==> config.mk <==
export PLATFORM = sky130hd
export DESIGN_NAME = vertex_buffer_ctrl
export DESIGN_NICKNAME = d
export VERILOG_FILES = /design/src/rtl/vertex_buffer_ctrl.sv
export SDC_FILE = /design/constraint.sdc
export NUM_CORES = 1
export LEC_CHECK = 0
export CORE_AREA = 5 5 429 431
export DETAILED_ROUTE_END_ITERATION = 10
export DIE_AREA = 0 0 434 436
export SYNTH_ARGS = -nofsm -noshare
export SYNTH_HDL_FRONTEND = slang
export SYNTH_SLANG_ARGS = --single-unit
==> constraint.sdc <==
create_clock -name clk -period 3.3 [get_ports clk]
set_input_delay 0.66 -clock clk [delete_from_list [all_inputs] [get_ports clk]]
set_output_delay 0.66 -clock clk [all_outputs]
set_load 0.03 [all_outputs]
==> src/rtl/vertex_buffer_ctrl.sv <==
// Vertex buffer sequencer: loads a partition as 512-bit lines, then serves
// single-value reads in request order under response-credit flow control.
module vertex_buffer_ctrl #(
    parameter int DATA_W     = 8,
    parameter int ADDR_W     = 10,
    parameter int RD_LAT     = 2,
    parameter int FIFO_DEPTH = 8
) (
    input  logic              clk,
    input  logic              rst,
    input  logic              start,
    input  logic [ADDR_W:0]   num_lines,
    input  logic              phase_end,
    output logic              busy,
    output logic              done,
    input  logic [511:0]      ld_data,
    input  logic              ld_valid,
    output logic              ld_ready,
    input  logic [ADDR_W+5:0] rq_idx,
    input  logic              rq_valid,
    output logic              rq_ready,
    output logic [DATA_W-1:0] rs_data,
    output logic              rs_oob,
    output logic              rs_valid,
    input  logic              rs_ready,
    output logic              oob_err,
    output logic [511:0]      buf_wdata,
    output logic [ADDR_W-1:0] buf_waddr,
    output logic              buf_we,
    output logic [ADDR_W+5:0] buf_raddr,
    input  logic [DATA_W-1:0] buf_rdata
);
    localparam int CW = $clog2(FIFO_DEPTH) + 1;
    localparam int PW = (FIFO_DEPTH > 1) ? $clog2(FIFO_DEPTH) : 1;

    typedef enum logic [1:0] {IDLE, LOAD, SERVE, DRAIN} state_t;

    typedef struct packed {
        logic              oob;
        logic [DATA_W-1:0] data;
    } rsp_t;

    state_t            state, state_nxt;
    logic              done_nxt;
    logic [ADDR_W:0]   nl_q;
    logic [ADDR_W:0]   ld_cnt;
    logic              ld_fin;
    logic              ld_acc, ld_last;
    logic              rq_acc, in_range, pop;
    logic [CW-1:0]     outstanding, out_nxt;
    logic [RD_LAT:0]   vld_pipe;
    logic [RD_LAT:0]   oob_pipe;
    rsp_t              fifo_mem [FIFO_DEPTH];
    logic [PW-1:0]     wr_ptr, rd_ptr;
    logic [CW-1:0]     f_cnt;
    rsp_t              push_ent;

    assign busy     = (state != IDLE);
    assign ld_ready = (state == LOAD) && !ld_fin;
    assign rq_ready = (state == SERVE) && (outstanding < CW'(FIFO_DEPTH));
    assign ld_acc   = ld_valid && ld_ready;
    assign ld_last  = (ld_cnt == nl_q - 1'b1);
    assign rq_acc   = rq_valid && rq_ready;
    assign in_range = ({1'b0, rq_idx[ADDR_W+5:6]} < nl_q);
    assign rs_valid = (f_cnt != '0);
    assign pop      = rs_valid && rs_ready;
    assign rs_data  = rs_valid ? fifo_mem[rd_ptr].data : '0;
    assign rs_oob   = rs_valid && fifo_mem[rd_ptr].oob;

    // Credits cover both the read pipeline and the FIFO, so the FIFO never overflows.
    always_comb begin
        out_nxt = outstanding;
        if (rq_acc && !pop)
            out_nxt = outstanding + 1'b1;
        else if (!rq_acc && pop)
            out_nxt = outstanding - 1'b1;
    end

    always_comb begin
        state_nxt = state;
        done_nxt  = 1'b0;
        case (state)
            IDLE:  if (start) state_nxt = (num_lines == '0) ? SERVE : LOAD;
            LOAD:  if (ld_fin) state_nxt = SERVE;
            SERVE: if (phase_end) state_nxt = DRAIN;
            DRAIN: if (out_nxt == '0) begin
                       state_nxt = IDLE;
                       done_nxt  = 1'b1;
                   end
            default: state_nxt = IDLE;
        endcase
    end

    always_ff @(posedge clk) begin
        if (rst) begin
            state <= IDLE;
            done  <= 1'b0;
        end else begin
            state <= state_nxt;
            done  <= done_nxt;
        end
    end

    always_ff @(posedge clk) begin
        if (rst) begin
            nl_q      <= '0;
            ld_cnt    <= '0;
            ld_fin    <= 1'b0;
            oob_err   <= 1'b0;
            buf_we    <= 1'b0;
            buf_waddr <= '0;
            buf_wdata <= '0;
        end else begin
            buf_we <= ld_acc;
            if (state == IDLE && start) begin
                nl_q    <= num_lines;
                ld_cnt  <= '0;
                ld_fin  <= 1'b0;
                oob_err <= 1'b0;
            end else if (rq_acc && !in_range) begin
                oob_err <= 1'b1;
            end
            if (ld_acc) begin
                buf_waddr <= ld_cnt[ADDR_W-1:0];
                buf_wdata <= ld_data;
                ld_cnt    <= ld_cnt + 1'b1;
                if (ld_last) ld_fin <= 1'b1;
            end
        end
    end

    // Out-of-range requests still travel the pipeline so their slot stays in order.
    always_ff @(posedge clk) begin
        if (rst) begin
            vld_pipe    <= '0;
            oob_pipe    <= '0;
            buf_raddr   <= '0;
            outstanding <= '0;
        end else begin
            vld_pipe    <= {vld_pipe[RD_LAT-1:0], rq_acc};
            oob_pipe    <= {oob_pipe[RD_LAT-1:0], rq_acc && !in_range};
            outstanding <= out_nxt;
            if (rq_acc && in_range) buf_raddr <= rq_idx;
        end
    end

    assign push_ent.oob  = oob_pipe[RD_LAT];
    assign push_ent.data = oob_pipe[RD_LAT] ? '0 : buf_rdata;

    always_ff @(posedge clk) begin
        if (vld_pipe[RD_LAT]) fifo_mem[wr_ptr] <= push_ent;
    end

    always_ff @(posedge clk) begin
        if (rst) begin
            wr_ptr <= '0;
            rd_ptr <= '0;
            f_cnt  <= '0;
        end else begin
            if (vld_pipe[RD_LAT])
                wr_ptr <= (wr_ptr == PW'(FIFO_DEPTH - 1)) ? '0 : wr_ptr + 1'b1;
            if (pop)
                rd_ptr <= (rd_ptr == PW'(FIFO_DEPTH - 1)) ? '0 : rd_ptr + 1'b1;
            if (vld_pipe[RD_LAT] && !pop)
                f_cnt <= f_cnt + 1'b1;
            else if (!vld_pipe[RD_LAT] && pop)
                f_cnt <= f_cnt - 1'b1;
        end
    end

endmodule

met1.png
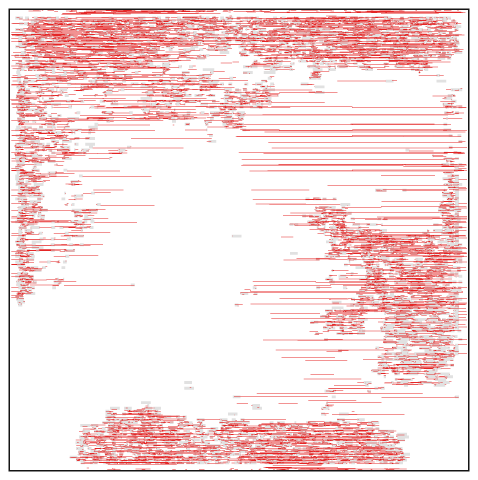
wire length on this layer: 57.9 mm
main direction: horizontal
Total Wirelength: 138 mm
routed vias: 23,700

met2.png
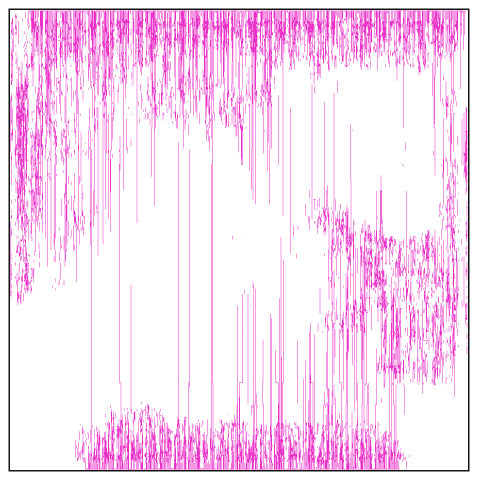
nets with wire on the layer: 3,654
share of all routed wire: 46%

==> results.ini <==
[final_layout]
drive_gt1_share_pct=5.35
most-common-layout-cells=clkdlybuf4s50_1, nand2_1, dfxtp_1
area_delta_synth_final_pct=70.4
postLayoutCellArea_mm2=0.0406
finalNonFillerCells=6277

[setup_path]
endpoint_kind=primary output
endpoint=rq_ready
worst_ep_arrival_time_ns=2.48
r2r_cells=8
crit_start=state[0]$_SDFFE_PP0P_
crit_type=reg -> out
critPathMaxFanout=4
r2r-start=state[1]$_SDFFE_PP0P_

[placed_design]
post_dp_cell_area_mm2=0.0378
dp_cells=6113
io_buffers=1107
place_hpwl_mm=111

[synth]
synth_cells=2780
synth_dominant_cell_count=nand2_1
ys_cells=2780
syn_area_mm2=0.0238
synth.distinct_cells=53
ys_warn_count=0
synth-edff-count=72
area_leaders=dfxtp_1, nand2_1, a21oi_1
ys_area_mm2=0.0238
synth_area_leader_cell=dfxtp_1
ff_type=dfxtp_1
fp_nets=3360
ys_seq_share_pct=58.5
top_area_share_pct=49.5
syn_area_per_cell_um2=8.57
ys_seq_elements=661

[clock_network]
cts.path.max_buffers=3
insertion_delay_ns=0.68
clkTransAtPathRegs_ns=0.06
post-cts-setup-buffers=0
cts_buffers=81
cts_sinks=661
cts-root-buf=clkbuf_16
h-tree-depth=3
cts_tree=yes

[grt]
antenna_found_initial=50
met3_usage_pct=4.37
busiest_layer=met2
use_met1_pct=17.3
grt.met2_usage_pct=22.4
grt_remaining_overflow=0

[pwr]
worst_ir_drop_vdd_v=0.000446
cellPowerDensity_mw_per_mm2=669

[routing]
drt-initial-drc-count=2008
antenna_left=0
firstDrtPassIters=7
wl_per_cell_um=22.0

[final_timing]
maxSlewHeadroom_pct=29.1
layout_min_cycle_time_ns=3.14
rsz0062_at_grt=false
maxSlewViolCount=0
timing.fmax_mhz=319
whs_ns=0.440
post-route-period-util_pct=95.1
hold_violations=0

[die]
coreArea_mm2=0.180
rows=156
die_x_um=434
fp_util_pct=13.3
die.size.y_um=436
die_area_mm2=0.189

[hold_path]
hold_depth=1
hold_start=vld_pipe[1]$_SDFF_PP0_
hold_path_class=reg -> reg

[outcome]
outcome=finished clean

[job]
warnings=43
maxCapViolCount=0

-- routing by layer --
| metal | wire length [um] | vias up |
|---|---|---|
| li1 | - | 11200 |
| met1 | 57900 | 11300 |
| met2 | 64200 | 902 |
| met3 | 11300 | 191 |
| met4 | 4730 | 30 |
| met5 | 184 | - |
-- registers in the layout (all words and copies together) (netlist names), named ones only --
signal       flops
f_cnt            4
wr_ptr           3
oob_pipe         3
done             1
ld_cnt          11
vld_pipe         3
outstanding      4
nl_q            11
buf_wdata      512
ld_fin           1
buf_waddr       10
fifo_mem        72
state            2
oob_err          1
rd_ptr           3
buf_raddr       16
buf_we           1
-- what timing repair did --
item                       CTS  global route
gates resized               12             0
hold buffers                 0             0
setup endpoints to repair   11             0
-- area by class of cell --
| type | count | area (um2) |
|---|---|---|
| fill | 19500 | 139000 |
| sequential | 661 | 14000 |
| clock buffer | 118 | 2320 |
| timing repair buffer | 1159 | 11700 |
| clock inverter | 29 | 434 |
| antenna | 17 | 42.5 |
| tap | 2370 | 2970 |
| multi-input combinational | 1903 | 9090 |
| inverter | 20 | 75.1 |
-- cell families after synthesis --
kind of cell / share of synthesized area, %
compound gates: 12.8
xor+xnor: 0.877
fa+ha+maj: 1.40
buf+inv: 3.45
flops: 58.5
mux: 3.13
simple gates: 19.8
-- where the power goes --
group / switching, mW / internal, mW
Combinational: 5.08 / 3.21
Sequential: 0.545 / 8.94
Clock: 3.79 / 5.61
-- critical path, cell delays in order (launching register included) --
cell	delay (ns)
dfxtp_1	0.33
inv_1	0.14
ha_1	0.25
nor2b_2	0.33
clkdlybuf4s50_1	0.74
-- through the flow --
step                setup WS [ns]  power, mW
finish                      0.161       27.2
global route              0.00687       28.4
CTS                        0.0549       27.6
detailed placement          0.299       18.1
global placement            0.325       18.0
floorplan                   0.610       14.0
No activity file was given, so power comes from the tool's default toggle rates.
